run_1/placed.png
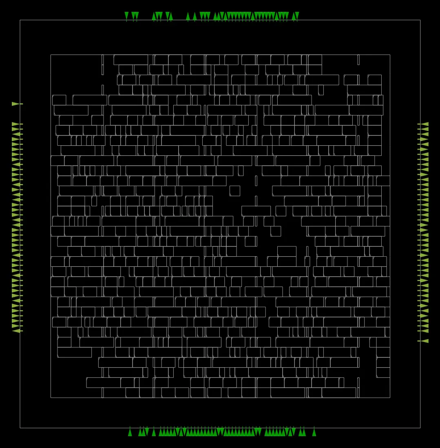
run_1/m2.png
Scale bar: 20 µm.
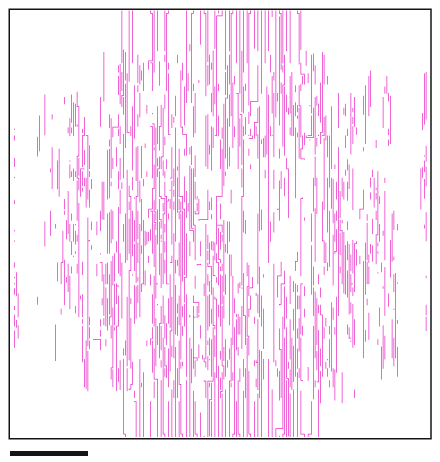
run_1/port_trees.png
Scale bar: 20 µm.
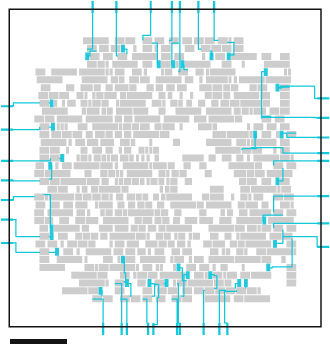
[config.mk]
export PLATFORM = sky130hd
export DESIGN_NAME = wic_pend_arb
export DESIGN_NICKNAME = d
export VERILOG_FILES = /design/src/rtl/wic_pkg.sv /design/src/rtl/wic_prio_enc.sv /design/src/rtl/wic_pend_arb.sv
export SDC_FILE = /design/constraint.sdc
export NUM_CORES = 1
export LEC_CHECK = 0
export CORE_AREA = 8 8 100 102
export CTS_CLUSTER_SIZE = 20
export DETAILED_ROUTE_END_ITERATION = 6
export DIE_AREA = 0 0 108 110
export PLACE_DENSITY = 0.79
export RECOVER_POWER = 25
export SKIP_LAST_GASP = 1
export SLEW_MARGIN = 5
export SYNTH_ARGS = -nofsm -noshare
export SYNTH_HDL_FRONTEND = slang
export SYNTH_SLANG_ARGS = --single-unit
[constraint.sdc]
create_clock -name wic_clk -period 2.2 [get_ports wic_clk]
set_clock_uncertainty 0.15 [all_clocks]
set_input_delay 0.44 -clock wic_clk [delete_from_list [all_inputs] [get_ports wic_clk]]
set_output_delay 0.44 -clock wic_clk [all_outputs]
set_load 0.02 [all_outputs]
[src/rtl/wic_pkg.sv]
`default_nettype none
// ============================================================================
// Module   : wic_pkg
// Brief    : Shared types, reset constants and id-width helper for the WIC.
// Revision : 1.0
// ============================================================================
package wic_pkg;

  typedef enum logic [0:0] {
    WIC_IDLE = 1'b0,
    WIC_REQ  = 1'b1
  } wic_state_e;

  localparam wic_state_e WIC_RST_STATE = WIC_IDLE;
  localparam logic       WIC_RST_BIT   = 1'b0;

  // Index width for n channels; never below one bit.
  function automatic int wic_id_w(input int n);
    return (n <= 2) ? 1 : $clog2(n);
  endfunction

endpackage
`default_nettype wire

[src/rtl/wic_prio_enc.sv]
`default_nettype none
// ============================================================================
// Module   : wic_prio_enc
// Brief    : Lowest-index-first priority encoder with an any-set flag.
// Revision : 1.0
// ============================================================================
module wic_prio_enc
  import wic_pkg::*;
#(
  parameter int N = 32,
  parameter int W = wic_id_w(N)
) (
  input  logic [N-1:0] req,
  output logic [W-1:0] idx,
  output logic         any
);

  // Scanning downward lets the lowest set index overwrite higher ones.
  always_comb begin
    idx = '0;
    any = 1'b0;
    for (int i = N - 1; i >= 0; i--) begin
      if (req[i]) begin
        idx = W'(i);
        any = 1'b1;
      end
    end
  end

endmodule
`default_nettype wire

[src/rtl/wic_pend_arb.sv]
`default_nettype none
// ============================================================================
// Module   : wic_pend_arb
// Brief    : Wake-up interrupt pending latch with serialising valid/ack
//            request channel. Optional WIC_IN_SYNC_EN adds a 2-flop input
//            synchroniser ahead of edge/level detection.
// Revision : 1.0
// ============================================================================
module wic_pend_arb
  import wic_pkg::*;
#(
  parameter  int NUM_INT = 32,
  localparam int ID_W    = wic_id_w(NUM_INT)
) (
  input  logic               wic_clk,
  input  logic               pad_cpu_rst_b,
  input  logic [NUM_INT-1:0] int_vld,
  input  logic [NUM_INT-1:0] int_cfg,
  input  logic [NUM_INT-1:0] int_en,
  input  logic [NUM_INT-1:0] sw_clr,
  output logic [NUM_INT-1:0] int_pending,
  output logic               intraw_vld,
  output logic               arb_req_vld,
  output logic [ID_W-1:0]    arb_req_id,
  input  logic               arb_req_ack
);

  logic [NUM_INT-1:0] vld_in;
  logic [NUM_INT-1:0] vld_hist;
  logic [NUM_INT-1:0] set_vec;
  logic [NUM_INT-1:0] clr_vec;
  logic [NUM_INT-1:0] cand;
  logic [ID_W-1:0]    win_id;
  logic               win_any;
  logic               ack_clr;
  logic               load_id;
  wic_state_e         state;
  wic_state_e         state_nxt;

`ifdef WIC_IN_SYNC_EN
  logic [NUM_INT-1:0] sync_q1;
  logic [NUM_INT-1:0] sync_q2;

  always_ff @(posedge wic_clk or negedge pad_cpu_rst_b) begin
    if (!pad_cpu_rst_b) begin
      sync_q1 <= {NUM_INT{WIC_RST_BIT}};
      sync_q2 <= {NUM_INT{WIC_RST_BIT}};
    end else begin
      sync_q1 <= int_vld;
      sync_q2 <= sync_q1;
    end
  end

  assign vld_in = sync_q2;
`else
  assign vld_in = int_vld;
`endif

  // Edge channels fire on 0->1 against history; level channels fire while high.
  assign set_vec = (vld_in & ~vld_hist & int_cfg) | (vld_in & ~int_cfg);
  assign clr_vec = sw_clr
                 | ({NUM_INT{ack_clr}} & ({{(NUM_INT-1){1'b0}}, 1'b1} << arb_req_id));

  always_ff @(posedge wic_clk or negedge pad_cpu_rst_b) begin
    if (!pad_cpu_rst_b) begin
      vld_hist    <= {NUM_INT{WIC_RST_BIT}};
      int_pending <= {NUM_INT{WIC_RST_BIT}};
    end else begin
      vld_hist    <= vld_in;
      int_pending <= (int_pending & ~clr_vec) | set_vec;
    end
  end

  assign cand       = int_pending & int_en;
  assign intraw_vld = |cand;

  wic_prio_enc #(
    .N (NUM_INT),
    .W (ID_W)
  ) u_prio (
    .req (cand),
    .idx (win_id),
    .any (win_any)
  );

  always_ff @(posedge wic_clk or negedge pad_cpu_rst_b) begin
    if (!pad_cpu_rst_b) begin
      state <= WIC_RST_STATE;
    end else begin
      state <= state_nxt;
    end
  end

  always_comb begin
    state_nxt = state;
    load_id   = 1'b0;
    case (state)
      WIC_IDLE: begin
        if (win_any) begin
          state_nxt = WIC_REQ;
          load_id   = 1'b1;
        end
      end
      WIC_REQ: begin
        if (arb_req_ack) state_nxt = WIC_IDLE;
      end
      default: state_nxt = WIC_RST_STATE;
    endcase
  end

  always_comb begin
    arb_req_vld = (state == WIC_REQ);
    ack_clr     = (state == WIC_REQ) && arb_req_ack;
  end

  // Id is captured on entry to REQ and held until the next grant.
  always_ff @(posedge wic_clk or negedge pad_cpu_rst_b) begin
    if (!pad_cpu_rst_b) begin
      arb_req_id <= '0;
    end else if (load_id) begin
      arb_req_id <= win_id;
    end
  end

endmodule
`default_nettype wire

==> impl_metrics.tcl, run 1 <==
# yosys + openroad results
set metrics [dict create \
    post_cts_resized 34 \
    cp_data_required_time_ns 1.61 \
    ff_type "dfrtp_1" \
    final_util_pct 71.1 \
    max_freq_mhz 420 \
    path_class "in2out" \
    placed_area_um2 5660 \
    antenna_cells 0 \
    ys_seq_share_pct 53.7 \
    warning_count 28 \
    worstMarginPinSlew_ns 0.958 \
    simple_gate_area_share_pct 17.2 \
    edf_count 0 \
    die_x_um 108 \
    power.density_nw_per_um2 598 \
    timing.final.ws_setup_ns -0.180 \
    violations "setup timing" \
    htreeDepth 3 \
    fin_area_um2 6020 \
    setup_viol 1 \
    status "finished, violations left" \
    area_leaders "dfrtp_1 (54%), a32o_1 (11%), nand2_1 (9.9%)" \
    wl_per_cell_um 18.6 \
    cts.path.max_buffers 2 \
    ys_sh_xor_pct 0 \
    syn_to_final_growth_pct 84.4 \
    p_leak_nw 2.77 \
    via_per_inst 5.11 \
    synth.logic.top_family "AND-OR/OR-AND gates" \
    hold_viol_final 0 \
    startpoint "int_en[8]" \
    cp-end-kind "output port" \
    syn-instance-count 315 \
    yosysTopAreaCellShare_pct 53.7 \
    adder_share_pct 0 \
    cp-start-kind "primary input" \
    synthAoiAreaFrac_pct 24.2 \
    post-route-period-util_pct 108 \
    root_buffer "clkbuf_8" \
    power.total_mw 3.60 \
    syn_area_um2 3260 \
]
About placed.png:
Filler Cell Count: 646
flop count: 70
core area: 8470 µm²
Seq area share: 29.1%
Tapcell Cnt: 108

About m2.png:
main direction = vertical
nets with wire on the layer = 642
vias: 3569
Post-Route WL: 13000 µm
met2 Usage GRT: 37.8%

About port_trees.png:
`sw_clr` -> cyan  # bits 32, direction input, edge 10 bottom, 8 right, 7 left, 7 top, end cells 32, wire 684 µm

run 1: cell usage in the layout (no fill, tap or decap), types with 3 or more instances in the layout:
master,count
a32o_1,35
dlygate4sd2_1,18
clkbuf_8,11
a22oi_2,12
nor2_1,12
a22oi_4,4
nand2_1,86
o21ai_0,4
nand2b_1,3
clkdlybuf4s50_1,112
a31oi_1,5
dlygate4sd3_1,33
buf_4,96
inv_1,34
dlymetal6s2s_1,5
dfrtp_1,69
nand3_1,7
run 1: layout make-up:
class	count	area share, %
repair buffers	267	40.4
multi-input cells	207	23.5
flip-flops and latches	70	29.1
well taps	108	2.25
inverters	34	2.12
clock buffers	11	2.52
clock inverters	2	0.166
run 1: power breakdown:
| group | switching [mW] | internal (mW) | total [mW] | leakage, nW |
|---|---|---|---|---|
| clock | 0.469 | 0.449 | 0.918 | 0.0869 |
| combinational | 0.531 | 0.673 | 1.20 | 1.87 |
| sequential | 0.0855 | 1.39 | 1.47 | 0.811 |
run 1: flip-flops by register name, summed over array words and instances (netlist names):
register / cells
vld_hist: 32
int_pending: 32
arb_req_id: 5
arb_req_vld: 1
run 1: routing by layer:
layer	wire length, µm	vias up	GRT usage (%)
met5	0	-	0
li1	-	1691	-
met1	5060	1736	24.5
met3	1050	18	7.44
met2	6640	124	37.8
met4	231	0	7.63
run 1: final timing paths:
| check | cells after the start | end | slack [ns] |
|---|---|---|---|
| worst max-delay path | 6 | intraw_vld | -0.18 |
| worst min-delay path | 2 | int_pending[28] | 0.40 |
| worst max register to register | 11 | arb_req_id[2] | 0.16 |
| worst min register to register | 2 | int_pending[28] | 0.40 |
| max in group asynchronous | 3 | arb_req_vld | 0.52 |
| min in group asynchronous | 2 | vld_hist[17] | 0.63 |
==> inputs of run 2 (changes only) <==
--- a/config.mk
+++ b/config.mk
@@ -5,11 +5,12 @@
 export SDC_FILE = /design/constraint.sdc
 export NUM_CORES = 1
 export LEC_CHECK = 0
-export CORE_AREA = 8 8 100 102
+export ABC_AREA = 1
+export CORE_AREA = 8 8 99 101
 export CTS_CLUSTER_SIZE = 20
 export DETAILED_ROUTE_END_ITERATION = 6
-export DIE_AREA = 0 0 108 110
-export PLACE_DENSITY = 0.79
+export DIE_AREA = 0 0 107 109
+export PLACE_DENSITY_LB_ADDON = 0.3
 export RECOVER_POWER = 25
 export SKIP_LAST_GASP = 1
 export SLEW_MARGIN = 5
==> run 2 against run 1 <==
Effect of this change:
- the flow still finishes with violations (setup timing)
- core utilization is 2.4 points lower
- flip-flop count unchanged
- register-to-register slack worse by 0.29 ns
- non-clock buffer count down 27
- routed wire length down 9.6%
- count of clock-buffer cells in the layout increased by 1
- design area is 4.3% lower
- synthesized cell count is 16% higher
==> impl_metrics.tcl, run 2 <==
# yosys + openroad results
set metrics [dict create \
    ys_sh_xor_pct 0 \
    wl_per_cell_um 16.2 \
    htreeDepth 3 \
    synth.logic.top_family "simple AND/OR/NAND/NOR gates" \
    syn_to_final_growth_pct 85.6 \
    top_regs "int_pending x32, vld_hist x32, arb_req_id x5" \
    adder_share_pct 0 \
    p_leak_nw 2.67 \
    holdPathStages 3 \
    die_x_um 107 \
    setup_viol 4 \
    cp_data_required_time_ns 2.29 \
    syn-instance-count 365 \
    edf_count 0 \
    via_per_inst 4.69 \
    timing.final.ws_setup_ns -0.131 \
    cp-start-kind "flip-flop" \
    reg2reg_slack_ns -0.13 \
    final_util_pct 68.7 \
    cp-end-kind "flip-flop" \
    reg2reg_to "arb_req_id[0]" \
    area_leaders "dfrtp_1 (56%), nand2_1 (16%), nor2_1 (9.2%)" \
    power.density_nw_per_um2 733 \
    antenna_cells 0 \
    status "finished, violations left" \
    layout_top_cells "clkdlybuf4s50_1 (129), nand2_1 (114), buf_4 (70)" \
    post-route-period-util_pct 106 \
    root_buffer "clkbuf_8" \
    violations "setup timing" \
    hold_end "int_pending[16]" \
    placed_area_um2 5400 \
]
-- run 2: report_power, final --
| group | switching [mW] | internal [mW] | leakage, nW |
|---|---|---|---|
| logic | 0.744 | 0.714 | 1.74 |
| registers | 0.111 | 1.42 | 0.813 |
| clock network | 0.476 | 0.753 | 0.115 |
-- run 2: how the worst max path moves through the flow --
stage | start | end | cells past startpoint
after floorplan | int_pending[31] | arb_req_id[0] | 34
after global placement | int_en[30] | arb_req_id[0] | 34
after detailed placement | int_en[30] | arb_req_id[0] | 34
after CTS | int_pending[31] | arb_req_id[0] | 34
after global routing | int_pending[31] | arb_req_id[0] | 34
final | int_pending[31] | arb_req_id[0] | 34
-- run 2: cell families (layout without fill, tap and decap cells) --
group                  Yosys count  count (layout)
and+or+nand+nor                233             233
DFF                             70              70
AOI/OAI and AO/OA               43              43
buffers and inverters           19             271
-- run 2: layout make-up --
type / count / area (µm²)
Clock buffer: 12 / 135
Clock inverter: 4 / 95.1
Fill cell: 671 / 2620
Inverter: 15 / 56.3
Multi-Input combinational cell: 276 / 1350
Sequential cell: 70 / 1750
Tap cell: 108 / 135
Timing Repair Buffer: 240 / 2230
-- run 2: repair_timing --
| action | in CTS | in global routing |
|---|---|---|
| endpoints found under the setup margin | 3 | 3 |
| hold endpoints to repair | 36 | 0 |
| setup buffers | 1 | 6 |
| pin swaps | 10 | 18 |
| hold buffers | 1 | 0 |
| gates resized | 10 | 28 |
-- run 2: per-layer routing --
metal / GRT usage (%) / wire length (µm) / up-vias
met4: 6.43 / 163 / 0
met1: 23.0 / 4710 / 1571
met3: 6.62 / 933 / 12
met5: 0 / 0 / -
met2: 34.9 / 5930 / 121
li1: - / - / 1697
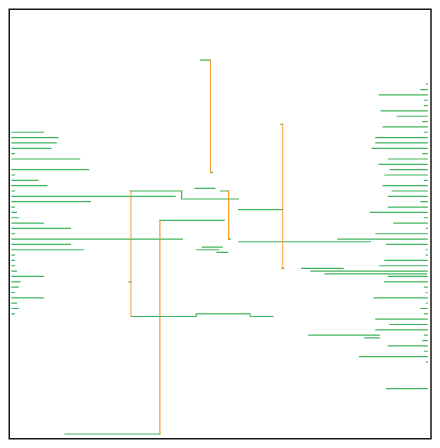
run_2/layers.png
Two of the layers only.
M4 -> orange  # wire length 164 µm
M3 -> green  # wire length 933 µm

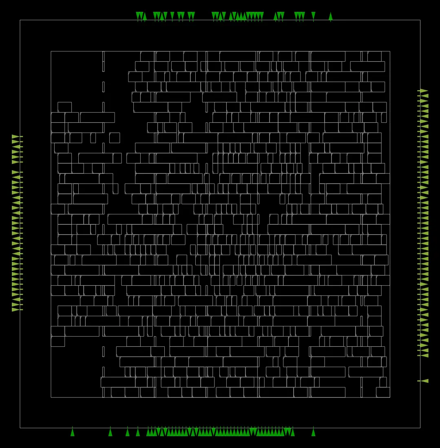
run_2/placed.png
core area: 8380 µm²
Filler Cell Count: 671

==> inputs of run 3 (changes only) <==
--- a/config.mk
+++ b/config.mk
@@ -7,7 +7,7 @@
 export LEC_CHECK = 0
 export ABC_AREA = 1
 export CORE_AREA = 8 8 99 101
-export CTS_CLUSTER_SIZE = 20
+export CTS_CLUSTER_SIZE = 16
 export DETAILED_ROUTE_END_ITERATION = 6
 export DIE_AREA = 0 0 107 109
 export PLACE_DENSITY_LB_ADDON = 0.3
==> run 3 against run 2 <==
Effect of this change:
- register-to-register slack hardly changed
- critical path type unchanged
- routed wire length stayed put
- the run still ends with setup timing left
- power stayed put
- synthesized cell count stayed put
- design area stayed put
- clock power hardly changed
- worst setup slack stayed put
- first-iteration DRC count stayed put
- combinational power hardly changed
- flip-flop count stayed put
==> impl_metrics.tcl, run 3 <==
# yosys + openroad results
set metrics [dict create \
    rr_worst_depth 34 \
    worstMarginPinSlew_ns 0.951 \
    reg2reg_slack_ns -0.13 \
    hold_buffers 1 \
    max_freq_mhz 429 \
    reg2reg_to "arb_req_id[0]" \
    routed_wl_um 11700 \
    p_leak_nw 2.67 \
    final_layout_top_logic_cell "clkdlybuf4s50_1" \
    htreeDepth 3 \
    edf_count 0 \
    syn-instance-count 365 \
    post_cts_buffers 1 \
    intPower_mw 2.89 \
    fin_area_um2 5760 \
    holdPathStages 3 \
    power.density_nw_per_um2 733 \
    power.total_mw 4.22 \
    ys_seq_share_pct 56.4 \
    antenna_cells 0 \
    clock_power_share_pct 29.1 \
    switchingPower_mw 1.33 \
    syn_area_um2 3100 \
    post_cts_resized 10 \
    violations "setup timing" \
    core_um2 8380 \
    warning_count 28 \
    area_leaders "dfrtp_1 (56%), nand2_1 (16%), nor2_1 (9.2%)" \
    timing.final.ws_setup_ns -0.131 \
    via_per_inst 4.69 \
    setup_viol 4 \
    p_sw_share_pct 31.5 \
    post-route-period-util_pct 106 \
    status "finished, violations left" \
    hold_viol_final 0 \
    path_class "reg2reg" \
    root_buffer "clkbuf_8" \
    hold_end "int_pending[16]" \
    yosysTopAreaCellShare_pct 56.4 \
]
-- run 3: cell counts in the layout (fill, tap and decap cells not counted) --
Identical to the previous run, type by type.
-- run 3: worst max-delay path by stage --
stage          slack, ns  cells past startpoint            end
3_3_place_gp       -0.54                     34  arb_req_id[0]
6_report           -0.13                     34  arb_req_id[0]
4_1_cts            -0.17                     34  arb_req_id[0]
3_5_place_dp       -0.59                     34  arb_req_id[0]
2_1_floorplan       0.02                     34  arb_req_id[0]
5_1_grt            -0.47                     34  arb_req_id[0]
-- run 3: power by group through the flow --
stage                     sequential (mW)  combinational [mW]  clock (mW)
final                                1.53                1.46        1.23
after global placement               1.55                1.40           0
after detailed placement             1.55                1.43           0
after floorplan                      1.68               0.472           0
after CTS                            1.53                1.44        1.25
after global routing                 1.55                1.59        1.31
-- run 3: cells by family (layout without fill, tap and decap cells) --
family	count (synthesis)	after routing	synth area share, %
compound gates	43	43	10.8
buf+inv	19	271	2.30
simple gates	233	233	30.4
flops	70	70	56.4
-- run 3: final cells by class --
class	instances	area (µm²)	area share, %
Clock buffer	12	135	2.35
Clock inverter	4	95.1	1.65
Inverter	15	56.3	0.977
Multi-Input combinational cell	276	1350	23.5
Sequential cell	70	1750	30.4
Tap cell	108	135	2.35
Timing Repair Buffer	240	2230	38.7
-- run 3: layer usage --
layer	up-vias	routed length [µm]	part of all wire (%)	global-route usage (%)
li1	1697	-	-	-
met1	1571	4710	40	23.0
met2	121	5930	50	34.9
met3	12	933	7.9	6.62
met4	0	163	1.4	6.43
met5	-	0	0	0
-- run 3: worst max-delay path, delay by kind of cell, from the launching register on --
kind	cells	cell delay, ns
buffers and inverters	1	0.04
DFF	1	0.42
and+or+nand+nor	33	1.59
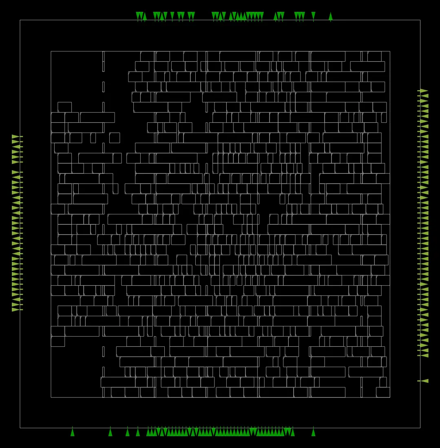
run_3/placed.png
FP Rows: 34
Final Util: 68.7%

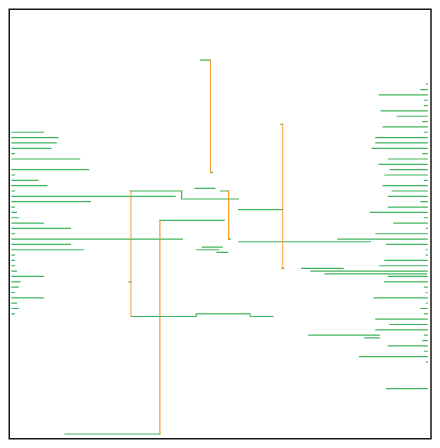
run_3/layers.png
Two of the layers only.
M3 -> green  # wire length 933 µm
M4 -> orange  # wire length 164 µm
vias: 3401
wire per inst: 16.2 µm


==> gallery <==
Sequential cells coloured by netlist name.
Other sequential cells in the stronger grey, the rest of the logic in the fainter grey.
Plate I
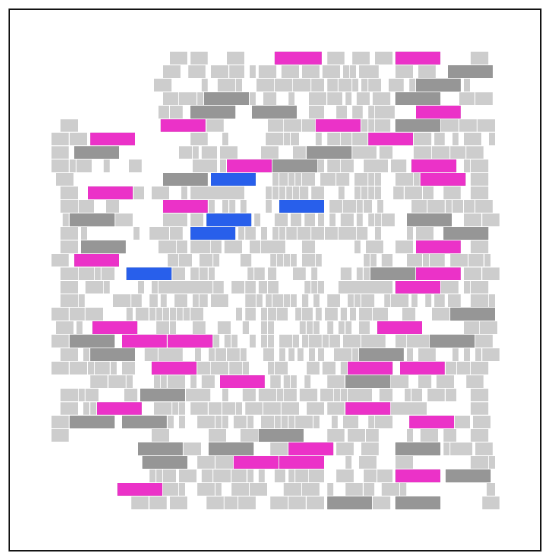
Plate II
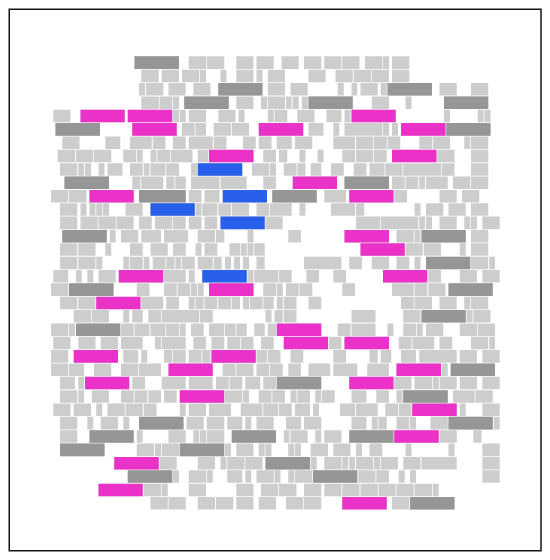
Run 1 is Plate II.
Run 3 is Plate I.

Key to Plate I:
`int_pending` -> magenta  # placed flops 32, where spread over the die
`arb_req_id` -> blue  # placed flops 5, where middle
not coloured = 33

Power and IR drop assume default switching activity.
